`src/rtl/cordic_iter_seq.sv`:
```
// Iterative CORDIC rotation-mode sequencer.
// One shared micro-rotation datapath is reused once per clock for ITER
// iterations. The operand set enters through a valid/ready handshake and the
// result is held in DONE until the consumer takes it.
// ITER must lie in 1..8 because the shift index is 3 bits wide.
module cordic_iter_seq #(
  parameter int ITER = 8
) (
  input  logic        clk,
  input  logic        rst_n,
  input  logic        in_valid,
  output logic        in_ready,
  input  logic [18:0] in_x,
  input  logic [18:0] in_y,
  input  logic [8:0]  in_z,
  output logic        out_valid,
  input  logic        out_ready,
  output logic [18:0] out_x,
  output logic [18:0] out_y,
  output logic [8:0]  out_z,
  output logic        busy
);

  typedef enum logic [1:0] {
    IDLE   = 2'd0,
    ROTATE = 2'd1,
    DONE   = 2'd2
  } state_t;

  localparam logic [2:0] LAST_I = 3'(ITER - 1);

  state_t             state_q, state_d;
  logic [2:0]         cnt_q, cnt_d;
  logic signed [18:0] x_q, x_d;
  logic signed [18:0] y_q, y_d;
  logic signed [8:0]  z_q, z_d;

  logic signed [8:0]  z_in_s;
  logic signed [8:0]  z_clamped;
  logic signed [18:0] x_sh;
  logic signed [18:0] y_sh;
  logic signed [8:0]  atan_c;

  // Arctangent of 2^-i in half-degree codes, indexed by the iteration counter.
  always_comb begin
    atan_c = 9'sd0;
    case (cnt_q)
      3'd0:    atan_c = 9'sd90;
      3'd1:    atan_c = 9'sd53;
      3'd2:    atan_c = 9'sd28;
      3'd3:    atan_c = 9'sd14;
      3'd4:    atan_c = 9'sd7;
      3'd5:    atan_c = 9'sd4;
      3'd6:    atan_c = 9'sd2;
      default: atan_c = 9'sd1;
    endcase
  end

  // Limit the requested angle to +/-90 degrees so the rotation converges.
  always_comb begin
    z_in_s    = $signed(in_z);
    z_clamped = z_in_s;
    if (z_in_s > 9'sd180) begin
      z_clamped = 9'sd180;
    end else if (z_in_s < -9'sd180) begin
      z_clamped = -9'sd180;
    end
  end

  // Both cross terms come from the pre-update x and y (sign-preserving shifts).
  always_comb begin
    x_sh = x_q >>> cnt_q;
    y_sh = y_q >>> cnt_q;
  end

  // Next-state, counter and datapath update for the three-state sequencer.
  always_comb begin
    state_d = state_q;
    cnt_d   = cnt_q;
    x_d     = x_q;
    y_d     = y_q;
    z_d     = z_q;
    case (state_q)
      IDLE: begin
        if (in_valid) begin
          x_d     = $signed(in_x);
          y_d     = $signed(in_y);
          z_d     = z_clamped;
          cnt_d   = 3'd0;
          state_d = ROTATE;
        end
      end
      ROTATE: begin
        // Zero residual angle rotates in the positive direction.
        if (z_q[8]) begin
          x_d = x_q + y_sh;
          y_d = y_q - x_sh;
          z_d = z_q + atan_c;
        end else begin
          x_d = x_q - y_sh;
          y_d = y_q + x_sh;
          z_d = z_q - atan_c;
        end
        cnt_d = cnt_q + 3'd1;
        if (cnt_q == LAST_I) begin
          cnt_d   = 3'd0;
          state_d = DONE;
        end
      end
      DONE: begin
        if (out_ready) begin
          state_d = IDLE;
        end
      end
      default: begin
        state_d = IDLE;
      end
    endcase
  end

  // State and working registers; reset aborts any operation in flight.
  always_ff @(posedge clk or negedge rst_n) begin
    if (!rst_n) begin
      state_q <= IDLE;
      cnt_q   <= 3'd0;
      x_q     <= 19'sd0;
      y_q     <= 19'sd0;
      z_q     <= 9'sd0;
    end else begin
      state_q <= state_d;
      cnt_q   <= cnt_d;
      x_q     <= x_d;
      y_q     <= y_d;
      z_q     <= z_d;
    end
  end

  // Handshake flags decode only the registered state, so no input reaches
  // them combinationally. The working registers double as result registers.
  always_comb begin
    in_ready  = (state_q == IDLE);
    out_valid = (state_q == DONE);
    busy      = (state_q != IDLE);
    out_x     = x_q;
    out_y     = y_q;
    out_z     = z_q;
  end

endmodule

```
`config.mk`:
```
export PLATFORM = sky130hd
export DESIGN_NAME = cordic_iter_seq
export DESIGN_NICKNAME = d
export VERILOG_FILES = /design/src/rtl/cordic_iter_seq.sv
export SDC_FILE = /design/constraint.sdc
export NUM_CORES = 1
export LEC_CHECK = 0
export CAP_MARGIN = 20
export CELL_PAD_IN_SITES_DETAIL_PLACEMENT = 1
export CELL_PAD_IN_SITES_GLOBAL_PLACEMENT = 2
export CORE_UTILIZATION = 30
export CTS_BUF_LIST = sky130_fd_sc_hd__clkbuf_16
export CTS_CLUSTER_SIZE = 24
export DETAILED_ROUTE_END_ITERATION = 6
export PLACE_DENSITY = 0.81
export SLEW_MARGIN = 10
export SYNTH_ARGS = -nofsm -noshare
export SYNTH_HDL_FRONTEND = slang
export SYNTH_SLANG_ARGS = --single-unit
```
`constraint.sdc`:
```
create_clock -name clk -period 6.55 [get_ports clk]
set_input_delay 1.31 -clock clk [delete_from_list [all_inputs] [get_ports clk]]
set_output_delay 1.31 -clock clk [all_outputs]
set_load 0.05 [all_outputs]
```
==> run_1/met1.png <==
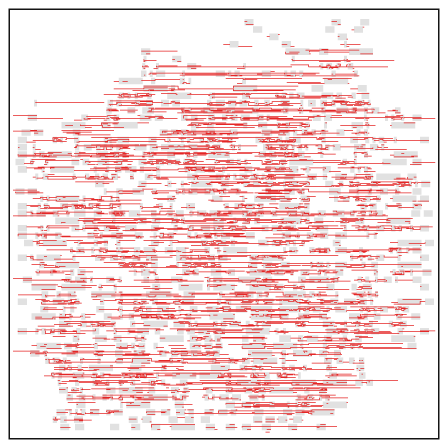
main direction: horizontal
share of all routed wire: 49%
wire length on this layer: 12200 um
nets with wire on the layer: 1013
longest straight run: 69.0 um
met1 demand-to-capacity share in global routing: 28.9%
vias: 7188
overall routed net length: 24800 um

==> run_1/met2.png <==
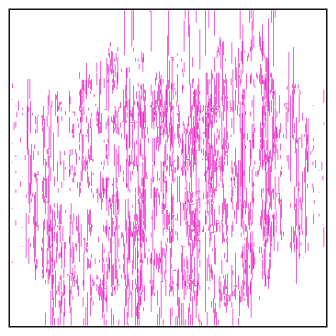
main direction: vertical
nets with wire on the layer: 921
longest straight run: 58.1 um
share of all routed wire: 46%
wire length on this layer: 11500 um
met2 GRT Util: 33.8%

==> deck_impl_summary.md, run 1 <==
Implementation Results

Floorplan
  – Pre-placement core utilization: 30.9%
  – # Taps: 319
  – # rows: 56
  – X dimension of the die: 158 um
  – Area inside the core boundary: approximately 0.024 mm2

Critical path
  – Family with the most delay on the worst path: AND-OR/OR-AND gates
  – Worst setup startpoint: cnt_q[2]$_DFFE_PN0P_
  – Critical Path RT: 6710 ps
  – Worst Setup End Kind: register
  – Crit path arrival time: around 5400 ps
  – Critical path depth in cells: 15
  – Register-to-register path setup slack: between 1000 and 1500 ps
  – Maximum cell stage delay along the critical path: ~1000 ps
  – Maximum fanout along the worst path: 48
  – Startpoint of the lowest-slack register-to-register path: cnt_q[2]$_DFFE_PN0P_
  – Last element of the critical path: out_y[18]$_DFFE_PN0P_

Final layout
  – Area of the multi-input gates: 0.00560 mm2
  – Most instantiated logic cell after routing: sky130_fd_sc_hd__nand2_1
  – Layout-stage area growth over the synthesis result: 18.2%
  – Fraction of final layout cells with drive strength greater than 1: 7.63%
  – Signal buf overhead: 12.5%
  – Layout buffer count excluding clock buffers: 111
  – Most frequent cells in the layout: sky130_fd_sc_hd__nand2_1 (103), sky130_fd_sc_hd__clkdlybuf4s50_1 (99), sky130_fd_sc_hd__nor2_1 (89), sky130_fd_sc_hd__a21oi_1 (86), sky130_fd_sc_hd__ha_1 (56)
  – Sequential fraction of total cell area: 15.1%
  – Antenna cells: 0
  – Multi-input gates: between 700 and 800
  – Largest cell class: multi-input combinational cells
  – Cell area after layout: between 0.008 and 0.009 mm2
  – Fraction of area in multi-input gates: 64.7%

GRT
  – Largest net degree at the start of global routing: 53
  – Global routing usage summed across all routing layers: 20.5%
  – Global-route wire length before repair: about 40000 um
  – Global-route congestion overflow total: 0
  – Busiest metal layer after global routing: met2

Clock network
  – Post CTS Setup Buffer Count: 0
  – Number of hold buffers added after cts: 0
  – Clk sinks: 52
  – Post-CTS sizing: 0
  – Root buf cell: sky130_fd_sc_hd__clkbuf_16
  – Bufs on Longest Clock Path: 2

Route
  – Wirelength per Cell: 18.9 um
  – Routed metal-1 wirelength: 12200 um
  – Number of iterations in the first detailed-routing pass: 5
  – DR vias/cell: approximately 5.5

STA
  – Final-layout setup total negative slack: 0 ps
  – Finish-stage setup viols: 0
  – Setup repair after global routing missed its margin: no
  – Clock tree skew after final layout: 5.97 ps
  – Tcrit/Tclk final: 79.8%
  – Hold Worst Slack: 576 ps
  – FMAX: about 190 MHz

Synthesis
  – Avg Inst Size Synth: slightly below 8 um2
  – Synthesized instance count: ~930
  – Synthesized registers: 52
  – EDFF count, synth: 0
  – Top_reg_cell synth: sky130_fd_sc_hd__dfrtp_1
  – Chip area estimate from yosys synthesis: 0.00732 mm2
  – Area contributors post-synth: sky130_fd_sc_hd__dfrtp_1 (18%), sky130_fd_sc_hd__ha_1 (9.6%), sky130_fd_sc_hd__a21oi_1 (5.9%)
  – Most frequent cells after synthesis: sky130_fd_sc_hd__nand2_1 (103), sky130_fd_sc_hd__nor2_1 (89), sky130_fd_sc_hd__a21oi_1 (86)
  – Seq/Total Area, Yosys: 17.8%
  – Multiplexer share: 13.2%
  – Top-count cell post-synth: sky130_fd_sc_hd__nand2_1
  – Ys async rst share: 100%
  – AND-OR/OR-AND share of the synthesized area: 24.8%
  – Syn nets: 1042

Hold path
  – Hold path startpoint: out_z[2]$_DFFE_PN0P_
  – Worst hold endpoint: out_z[2]$_DFFE_PN0P_
  – Worst hold path depth: 1
  – Type of the worst min-delay path: register to register

Placement
  – Post-placement worst setup slack: 1330 ps
  – Placed cell area: 0.00850 mm2
  – Detailed placer's ending HPWL: 18800 um
  – Placer Congestion: 0.831

Run status
  – Run status: finished, final reports clean
==> run_1/met3.png <==
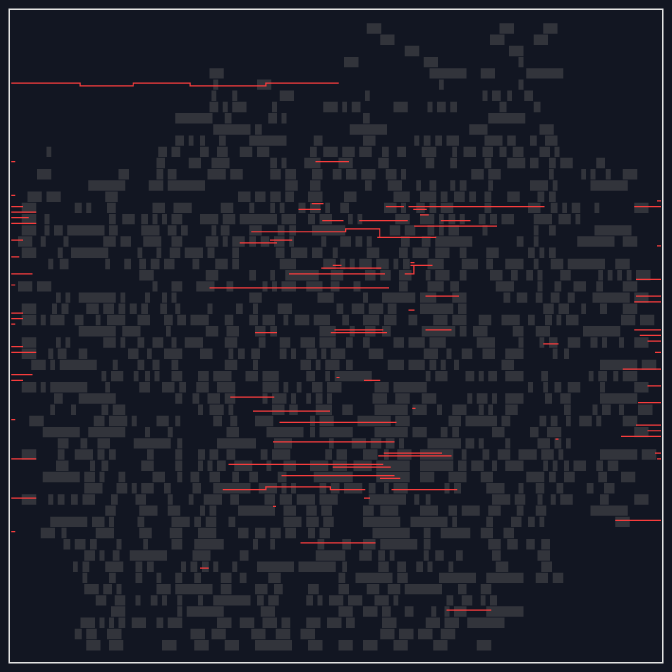
nets with wire on the layer: 74
main direction: horizontal
wire length on this layer: 823 um
longest straight run: 43.2 um

==> run_1/met4.png <==
Bar = 50 um.
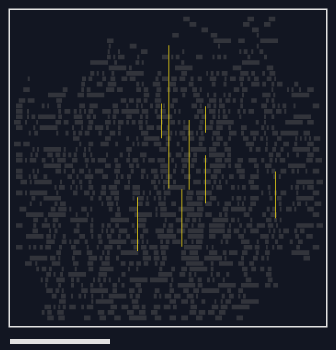
longest straight run: 71.4 um
main direction: vertical

==> run 2, diff against run 1 <==
==> constraint.sdc (replaced) <==
create_clock -name clk -period 5.07 [get_ports clk]
set_input_delay 1.014 -clock clk [delete_from_list [all_inputs] [get_ports clk]]
set_output_delay 1.014 -clock clk [all_outputs]
set_load 0.05 [all_outputs]
==> run_2/final_congestion.png <==
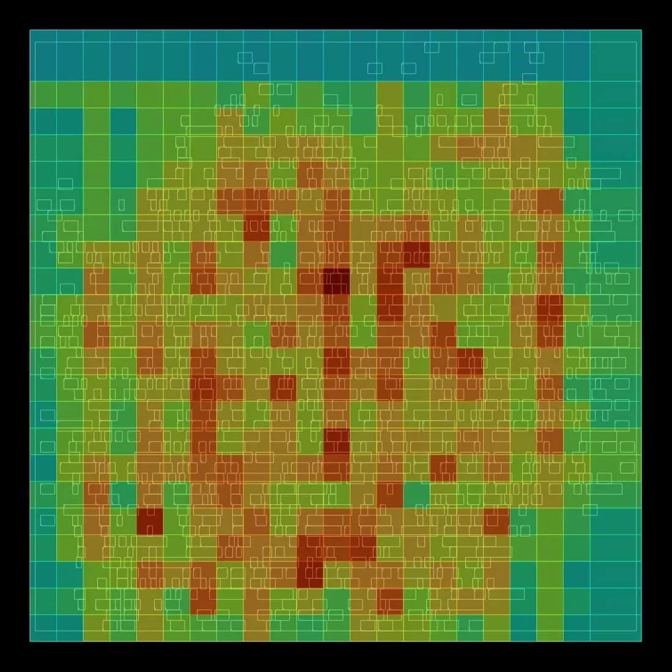
met1 demand-to-capacity share in global routing: 28.3%
global routing usage summed across all routing layers: 20.8%
Wirelength per Cell: 19.1 um

==> run 2 against run 1 <==
  * Design area up 1.4%
  * Global-route usage rose by 0.34 points
  * Highest routed layer unchanged
==> deck_impl_summary.md, run 2 <==
Implementation Results

Run status
  – Run status: finished, final reports clean

Final layout
  – Most frequent cells in the layout: sky130_fd_sc_hd__nand2_1 (103), sky130_fd_sc_hd__clkdlybuf4s50_1 (99), sky130_fd_sc_hd__nor2_1 (89), sky130_fd_sc_hd__a21oi_1 (86), sky130_fd_sc_hd__ha_1 (56)
  – Area of the multi-input gates: 0.00560 mm2 (about the same)
  – Multi-input gates: 792 (unchanged)
  – Signal buf overhead: 13.6% (+1.1 points)
  – Fraction of area in multi-input gates: 63.9% (-0.84 points)
  – Antenna cells: 0 (unchanged)
  – Sequential fraction of total cell area: 14.9% (-0.18 points)
  – Layout buffer count excluding clock buffers: 124 (+12%)
  – Cell area after layout: 0.00877 mm2 (+1.4%)
  – Largest cell class: multi-input combinational cells
  – Most instantiated logic cell after routing: sky130_fd_sc_hd__nand2_1
  – Fraction of final layout cells with drive strength greater than 1: 8.82% (+1.2 points)

Synthesis
  – Chip area estimate from yosys synthesis: 0.00732 mm2 (unchanged)
  – Top-count cell post-synth: sky130_fd_sc_hd__nand2_1
  – Top_reg_cell synth: sky130_fd_sc_hd__dfrtp_1
  – EDFF count, synth: 0 (unchanged)
  – Synthesized instance count: 932 (unchanged)
  – Seq/Total Area, Yosys: 17.8% (unchanged)
  – Area contributors post-synth: sky130_fd_sc_hd__dfrtp_1 (18%), sky130_fd_sc_hd__ha_1 (9.6%), sky130_fd_sc_hd__a21oi_1 (5.9%)
  – Most frequent cells after synthesis: sky130_fd_sc_hd__nand2_1 (103), sky130_fd_sc_hd__nor2_1 (89), sky130_fd_sc_hd__a21oi_1 (86)
  – AND-OR/OR-AND share of the synthesized area: 24.8% (unchanged)
  – Ys async rst share: 100% (unchanged)
  – Syn nets: 1042 (unchanged)
  – Synthesized registers: 52 (unchanged)

Critical path
  – Register-to-register path setup slack: 380 ps (-950 ps)
  – Worst setup startpoint: cnt_q[2]$_DFFE_PN0P_
  – Crit path arrival time: 4900 ps (-490 ps)
  – Worst Setup End Kind: register
  – Family with the most delay on the worst path: AND-OR/OR-AND gates
  – Critical path depth in cells: 17 (+2)
  – Maximum fanout along the worst path: 30 (-38%)
  – Critical Path RT: 5280 ps (-1430 ps)
  – Startpoint of the lowest-slack register-to-register path: cnt_q[2]$_DFFE_PN0P_
  – Last element of the critical path: out_x[15]$_DFFE_PN0P_

GRT
  – Global-route wire length before repair: 40500 um (+1.4%)
  – Global-route congestion overflow total: 0 (unchanged)
  – Met2 GRT Util: 35.4% (+1.6 points)
  – Largest net degree at the start of global routing: 53 (unchanged)
  – Busiest metal layer after global routing: met2

Floorplan
  – # Taps: 319 (unchanged)
  – Vertical die dimension: between 150 and 200 um
  – Area inside the core boundary: 0.0237 mm2 (unchanged)
  – Pre-placement core utilization: 30.9% (unchanged)
  – X dimension of the die: 158 um (unchanged)
  – # rows: 56 (unchanged)

Route
  – Number of iterations in the first detailed-routing pass: 6 (+1)
  – DR vias/cell: 5.45 (-0.39%)
  – Routed metal-1 wirelength: 12300 um (+0.84%)
  – Vias: 7231 (+0.60%)
  – Overall routed net length: 25300 um (+2.2%)

Clock network
  – Number of hold buffers added after cts: 0 (unchanged)
  – Post CTS Setup Buffer Count: 0 (unchanged)
  – Bufs on Longest Clock Path: 2 (unchanged)
  – Root buf cell: sky130_fd_sc_hd__clkbuf_16
  – Post-CTS sizing: 0 (unchanged)

STA
  – Tcrit/Tclk final: 92.5% (+13 points)
  – Final-layout setup total negative slack: 0 ps (unchanged)
  – Time the worst path needs with I/O delays and setup: 4690 ps
  – Hold Worst Slack: 566 ps (-9.96 ps)
  – Setup repair after global routing missed its margin: no

Placement
  – Placed cell area: 0.00861 mm2 (+1.3%)
  – Placer Congestion: 0.824 (-0.83%)
  – Post-placement worst setup slack: 252 ps (-1070 ps)

Hold path
  – Hold path startpoint: out_z[2]$_DFFE_PN0P_
  – Worst hold endpoint: out_z[2]$_DFFE_PN0P_
  – Worst hold path depth: 1 (unchanged)
  – Type of the worst min-delay path: register to register
